===== config.mk =====
export PLATFORM = sky130hd
export DESIGN_NAME = regfile_scoreboard
export DESIGN_NICKNAME = d
export VERILOG_FILES = /design/src/rtl/regfile_scoreboard_pkg.sv /design/src/rtl/regfile_scoreboard_sb_counter.sv /design/src/rtl/regfile_scoreboard.sv
export SDC_FILE = /design/constraint.sdc
export NUM_CORES = 1
export LEC_CHECK = 0
export CAP_MARGIN = 20
export CORE_ASPECT_RATIO = 0.5
export CORE_MARGIN = 2
export CORE_UTILIZATION = 40
export CTS_CLUSTER_SIZE = 10
export DETAILED_ROUTE_END_ITERATION = 6
export PLACE_DENSITY = 0.71
export SYNTH_ARGS = -nofsm -noshare
export SYNTH_HDL_FRONTEND = slang
export SYNTH_HIERARCHICAL = 1
export SYNTH_SLANG_ARGS = --single-unit

===== constraint.sdc =====
create_clock -name clk -period 2.2 [get_ports clk]
set_clock_uncertainty 0.15 [all_clocks]
set_input_delay 0.22 -clock clk [delete_from_list [all_inputs] [get_ports clk]]
set_output_delay 0.22 -clock clk [all_outputs]
set_load 0.005 [all_outputs]

===== src/rtl/regfile_scoreboard_pkg.sv =====
// Shared register-file / write-back definitions: sizes, scoreboard counter width,
// and the WB-stage RegWriteSrc encodings.
package regfile_scoreboard_pkg;

    localparam int unsigned WORD_SIZE = 16;
    localparam int unsigned NUM_REGS  = 4;
    localparam int unsigned REG_IDX_W = 2;
    localparam int unsigned CNT_W     = 2;

    typedef logic [WORD_SIZE-1:0] word_t;
    typedef logic [REG_IDX_W-1:0] reg_idx_t;

    typedef enum logic [1:0] {
        RWS_ALU = 2'd0,
        RWS_MEM = 2'd1,
        RWS_PC  = 2'd2
    } reg_write_src_e;

    // One-hot select of a register index, used for the per-register counter events.
    function automatic logic [NUM_REGS-1:0] reg_onehot(input logic en, input reg_idx_t idx);
        logic [NUM_REGS-1:0] oh;
        oh      = '0;
        oh[idx] = en;
        return oh;
    endfunction

endpackage


===== src/rtl/regfile_scoreboard_sb_counter.sv =====
// Saturating up/down pending-write counter: one increment and two decrement events
// combine as a net sum per cycle; err pulses when the net result leaves [0, max].
module sb_counter #(
    parameter int unsigned CNT_W = 2
) (
    input  logic             clk,
    input  logic             reset_n,
    input  logic             inc,
    input  logic             dec_a,
    input  logic             dec_b,
    output logic [CNT_W-1:0] cnt,
    output logic             err
);

    localparam logic [CNT_W:0] CNT_MAX = {1'b0, {CNT_W{1'b1}}};

    logic [CNT_W-1:0] cnt_q, cnt_d;
    logic [CNT_W:0]   up_sum;
    logic [CNT_W:0]   dn_sum;
    logic [CNT_W:0]   net;

    always_comb begin
        up_sum = {1'b0, cnt_q} + {{CNT_W{1'b0}}, inc};
        dn_sum = {{CNT_W{1'b0}}, dec_a} + {{CNT_W{1'b0}}, dec_b};
        net    = up_sum - dn_sum;
        cnt_d  = net[CNT_W-1:0];
        err    = 1'b0;
        if (up_sum < dn_sum) begin
            cnt_d = '0;
            err   = 1'b1;
        end else if (net > CNT_MAX) begin
            cnt_d = '1;
            err   = 1'b1;
        end
    end

    always_ff @(posedge clk or negedge reset_n) begin
        if (!reset_n) begin
            cnt_q <= '0;
        end else begin
            cnt_q <= cnt_d;
        end
    end

    assign cnt = cnt_q;

endmodule


===== src/rtl/regfile_scoreboard.sv =====
// 4x16 architectural register file with WB write port, two combinational ID read
// ports and a per-register pending-write scoreboard. Optional macro: REGFILE_BYPASS_EN.
module regfile_scoreboard
    import regfile_scoreboard_pkg::*;
(
    input  logic                 clk,
    input  logic                 reset_n,
    input  logic [REG_IDX_W-1:0] rs1,
    input  logic                 rs1_used,
    input  logic [REG_IDX_W-1:0] rs2,
    input  logic                 rs2_used,
    output logic [WORD_SIZE-1:0] read_data1,
    output logic [WORD_SIZE-1:0] read_data2,
    input  logic                 issue_valid,
    input  logic [REG_IDX_W-1:0] issue_target,
    input  logic                 wb_regwrite,
    input  logic [REG_IDX_W-1:0] wb_target,
    input  logic [WORD_SIZE-1:0] wb_data,
    input  logic                 kill_valid,
    input  logic [REG_IDX_W-1:0] kill_target,
    output logic                 stall,
    output logic                 sb_error
);

    word_t            regs_q [NUM_REGS];
    logic [CNT_W-1:0] cnt    [NUM_REGS];
    logic [NUM_REGS-1:0] inc_vec, wb_vec, kill_vec, err_vec;
    logic sb_error_q, sb_error_d;
    logic haz1, haz2;

    assign inc_vec  = reg_onehot(issue_valid, issue_target);
    assign wb_vec   = reg_onehot(wb_regwrite, wb_target);
    assign kill_vec = reg_onehot(kill_valid, kill_target);

    for (genvar g = 0; g < NUM_REGS; g++) begin : g_cnt
        sb_counter #(.CNT_W(CNT_W)) u_cnt (
            .clk     (clk),
            .reset_n (reset_n),
            .inc     (inc_vec[g]),
            .dec_a   (wb_vec[g]),
            .dec_b   (kill_vec[g]),
            .cnt     (cnt[g]),
            .err     (err_vec[g])
        );
    end

    always_ff @(posedge clk or negedge reset_n) begin
        if (!reset_n) begin
            regs_q <= '{default: '0};
        end else if (wb_regwrite) begin
            regs_q[wb_target] <= wb_data;
        end
    end

    assign sb_error_d = sb_error_q | (|err_vec);

    always_ff @(posedge clk or negedge reset_n) begin
        if (!reset_n) begin
            sb_error_q <= 1'b0;
        end else begin
            sb_error_q <= sb_error_d;
        end
    end

    always_comb begin
        read_data1 = regs_q[rs1];
        read_data2 = regs_q[rs2];
        haz1       = rs1_used && (cnt[rs1] != '0);
        haz2       = rs2_used && (cnt[rs2] != '0);
`ifdef REGFILE_BYPASS_EN
        // A retiring last writer satisfies the read this cycle via the bypass.
        if (wb_regwrite && (wb_target == rs1)) begin
            read_data1 = wb_data;
            if (cnt[rs1] == CNT_W'(1)) haz1 = 1'b0;
        end
        if (wb_regwrite && (wb_target == rs2)) begin
            read_data2 = wb_data;
            if (cnt[rs2] == CNT_W'(1)) haz2 = 1'b0;
        end
`endif
        stall = haz1 | haz2;
    end

    assign sb_error = sb_error_q;

endmodule


### Gate families picked out, run 1

The bar under the picture is 50 um long.
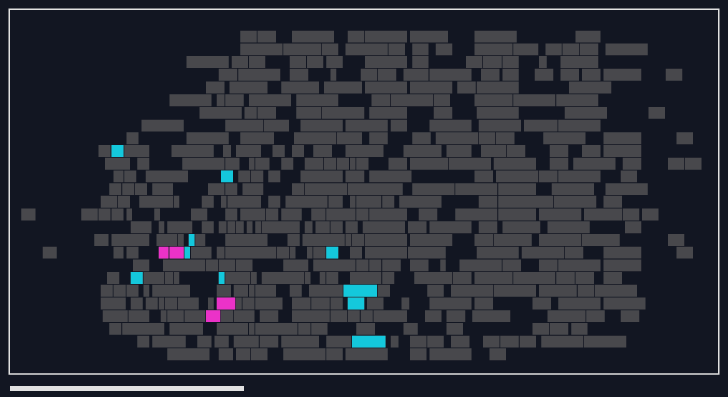
Key: cyan = nand cells [cells 10]; magenta = and/or cells [cells 4, where bottom left]

### Signal wires on met3, run 1

The bar under the picture is 50 um long.
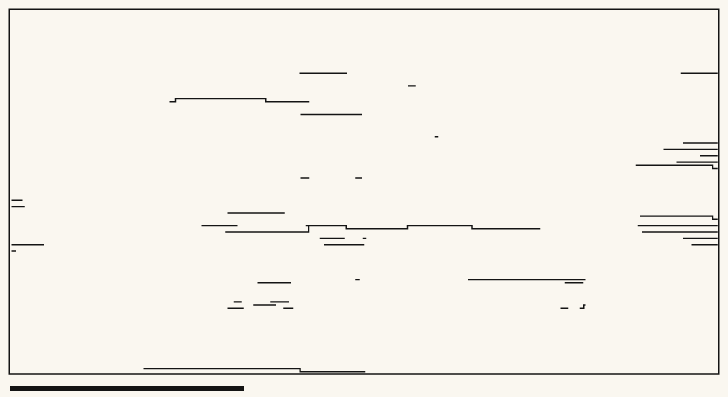
The longest straight run is 33.4 um. The layer carries 393 um of wire. The wires run mostly horizontal. 31 nets have wire on it. The layer holds 3.6% of the routed length.

==> Slide: Implementation Results, run 1 <==
Implementation Results

Final layout
  – Most flops, register: regs_q
  – # fillers: ~800
  – Antenna cell count: 0
  – Max reg flops: approximately 64
  – Dominant logic cell type in the layout: dfrtp_1
  – Most common logic cells in the final layout: 73 x dfrtp_1, 55 x mux2_2, 51 x clkdlybuf4s50_1, 47 x buf_4, 32 x mux4_2
  – Nets: 466
  – Layout area overhead: 37.5%

Routing
  – Via count: slightly below 3,000
  – Routed wire per std cell: slightly below 20 um
  – Max Used Layer: met4
  – Vias per inst: approximately 5.4

Die
  – Die ar.: 11,800 um^2
  – # IOs: roughly 67

Final timing
  – Fin Hold WS: slightly above 0.3 ns
  – RSZ-0062 raised after global routing: true
  – Worst Tran Pin Value: roughly 0.40 ns
  – Slew Limit Headroom: about three quarters
  – Final setup margin: roughly 0.008 ns

Pwr
  – Net Sw Power: around 1.6 mW
  – Int Power: a little under 4 mW
  – Pwr top: combinational cells
  – Clock group: approximately 1.4 mW

Setup path
  – Worst R2R Setup Slack: 0.008 ns
  – Crit end category: flop
  – CP Cell Sequence: ha_2, ha_1, inv_1, fa_2, o31a_2, nor3_2, nand2_1
  – CP max stage delay: 0.41 ns
  – Worst R2R Start: g_cnt[1].u_cnt/cnt[0]$_DFF_PN0_
  – CP Launch Type: flop
  – End of the worst register-to-register path: sb_error$_DFF_PN0_
  – CP Max Fanout: 3
  – CP required: ~2.3 ns

Synthesis
  – Top cells by area: dfrtp_1 42%, mux4_2 17%, mux2_2 14%
  – Mux share: roughly 34%
  – Mapped Cells: between 200 and 300
  – Sequential area share after synthesis: a little over two fifths
  – Syn Std Cell Area: 4360 um^2
  – Count leader, synth: dfrtp_1
  – Top logic family: multiplexers
  – Area leader, netlist: dfrtp_1
  – Xor/xnor share: 0.402%
  – Count of cell types in the netlist: 33
  – Top cells by count, synth: 73 x dfrtp_1, 55 x mux2_2, 32 x mux4_2
  – Yosys cell count: around 290
  – Synth Warn #: 6

Worst hold path
  – Worst hold path type: in -> async

Placement
  – Port-buffer cells: 66
  – Detail Placement HPWL: 7550 um

Global route
  – GR peak layer: met2
  – Vias in the first global route: ~3,300
  – Initial antenna violation count: 0
  – Met1 Use GR: roughly a quarter

Run
  – OpenROAD warning count: 29

Clock network
  – CTS sink cnt: 73
  – Clk Latency, worst-skew pair: 0.33 ns
  – CTS H-tree lvls: 3

Status
  – Status: finished clean
### Cell placement, run 1

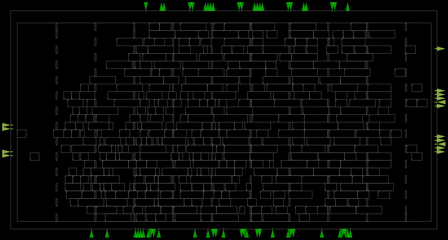
Seq cells: 73
num rows: 26
fraction of area in registers: 30.5%
core area: 10,400 um^2

[run 1: layout make-up]
cell class / count / share of cell area [%]
Sequential cell: 73 / 30.5
Multi-Input combinational cell: 184 / 41.3
Inverter: 19 / 1.19
Clock inverter: 3 / 0.731
Clock buffer: 11 / 3.89
Tap cell: 140 / 2.92
Timing Repair Buffer: 122 / 19.4
[run 1: critical path, delay by kind of cell (launching register included)]
family / cells / cell delay [ns]
fa+ha+maj: 3 / 0.88
compound gates: 1 / 0.36
buf+inv: 1 / 0.06
flops: 1 / 0.41
simple gates: 2 / 0.24
[run 1: what timing repair did]
action                                  4_1_cts  5_1_grt
endpoints found under the hold margin        73        0
buffers inserted                              0        5
hold buffers                                  1        0
pin swaps                                     0        8
endpoints found under the setup margin       42        7
resized                                      31       10
gates cloned                                  2        0
==> run 2, diff against run 1 <==
--- a/config.mk
+++ b/config.mk
@@ -11,6 +11,7 @@
 export CORE_UTILIZATION = 40
 export CTS_CLUSTER_SIZE = 10
 export DETAILED_ROUTE_END_ITERATION = 6
+export HOLD_SLACK_MARGIN = 0.08
 export PLACE_DENSITY = 0.71
 export SYNTH_ARGS = -nofsm -noshare
 export SYNTH_HDL_FRONTEND = slang
==> Slide: Implementation Results, run 2 <==
Implementation Results

Status
  – Status: finished clean

Setup path
  – CP Max Fanout: 3
  – CP required: about 2.3 ns
  – CP Launch Type: flop
  – End of the worst register-to-register path: sb_error$_DFF_PN0_
  – Worst R2R Setup Slack: around 0.008 ns

Routing
  – Via count: around 3,000
  – Vias per inst: between 5 and 6
  – Max Used Layer: met4
  – Routed wire per std cell: 19.5 um

Global route
  – GR peak layer: met2
  – Met1 Use GR: 25.7%
  – Initial antenna violation count: 0

Synthesis
  – Xor/xnor share: less than 1%
  – Area leader, netlist: dfrtp_1
  – Top cells by area: dfrtp_1 42%, mux4_2 17%, mux2_2 14%
  – Top cells by count, synth: 73 x dfrtp_1, 55 x mux2_2, 32 x mux4_2
  – Count leader, synth: dfrtp_1
  – Mux share: around a third
  – Yosys cell count: between 200 and 300
  – Sequential area share after synthesis: between 40% and 50%
  – Syn Std Cell Area: about 4400 um^2
  – Top logic family: multiplexers

Final timing
  – Final setup margin: 0.00819 ns
  – Slew Limit Headroom: between 70% and 80%
  – Fin Hold WS: between 0.3 and 0.4 ns
  – RSZ-0062 raised after global routing: true

Pwr
  – Int Power: between 3 and 4 mW
  – Clock group: approximately 1.4 mW
  – Net Sw Power: ~1.6 mW

Clock network
  – CTS H-tree lvls: 3
  – CTS sink cnt: between 70 and 80

Final layout
  – Non-clk bufs: roughly 120
  – Clk_buf instances: 11
  – Most common logic cells in the final layout: 73 x dfrtp_1, 55 x mux2_2, 51 x clkdlybuf4s50_1, 47 x buf_4, 32 x mux4_2
  – MI comb cells: 184
  – Antenna cell count: 0
  – Max reg flops: approximately 64
  – Clock-cell share: 4.62%
  – Fraction of area in registers: about 30%
  – Seq cells: around 73
  – Most flops, register: regs_q
  – Dominant logic cell type in the layout: dfrtp_1
  – Inverters: 19
  – Nets: approximately 470

Die
  – Core area: 10,400 um^2
## run 2: cell counts in the layout (fill, tap and decap cells not counted)
No cell type changed its count.
## run 2: critical path, cell delays in order (launching register included)
cell	delay (ns)
dfrtp_1	0.41
ha_2	0.21
ha_1	0.28
inv_1	0.06
fa_2	0.39
o31a_2	0.36
nor3_2	0.17
nand2_1	0.07
## run 2: cell families (layout without fill, tap and decap cells)
group / count (synthesis) / after routing
mux: 96 / 96
flops: 73 / 73
simple gates: 34 / 34
buf+inv: 31 / 155
compound gates: 28 / 28
fa+ha+maj: 24 / 24
xor+xnor: 2 / 2
## run 2: timing repair
item	in CTS	in global routing
hold endpoints to repair	73	0
setup endpoints to repair	42	7
gates cloned	2	0
hold buffers	1	0
resized	31	10
pin swaps	0	8
buffers inserted	0	5
### Cell placement, run 2

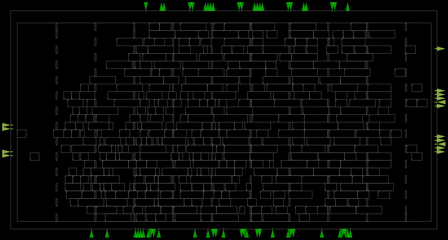
Cell Count, Final, Fillers Out: 552
tapcell count: 140
# fillers: 789
utilization after layout: 57.5%

### Port wiring, run 2

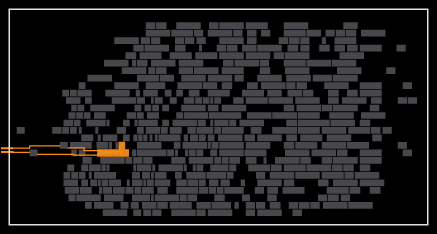
Key: orange = `kill_target` [bits 2, direction input, edge left, end cells 5, buffers 2, wire 80.2 um]

Power and IR drop assume default switching activity.
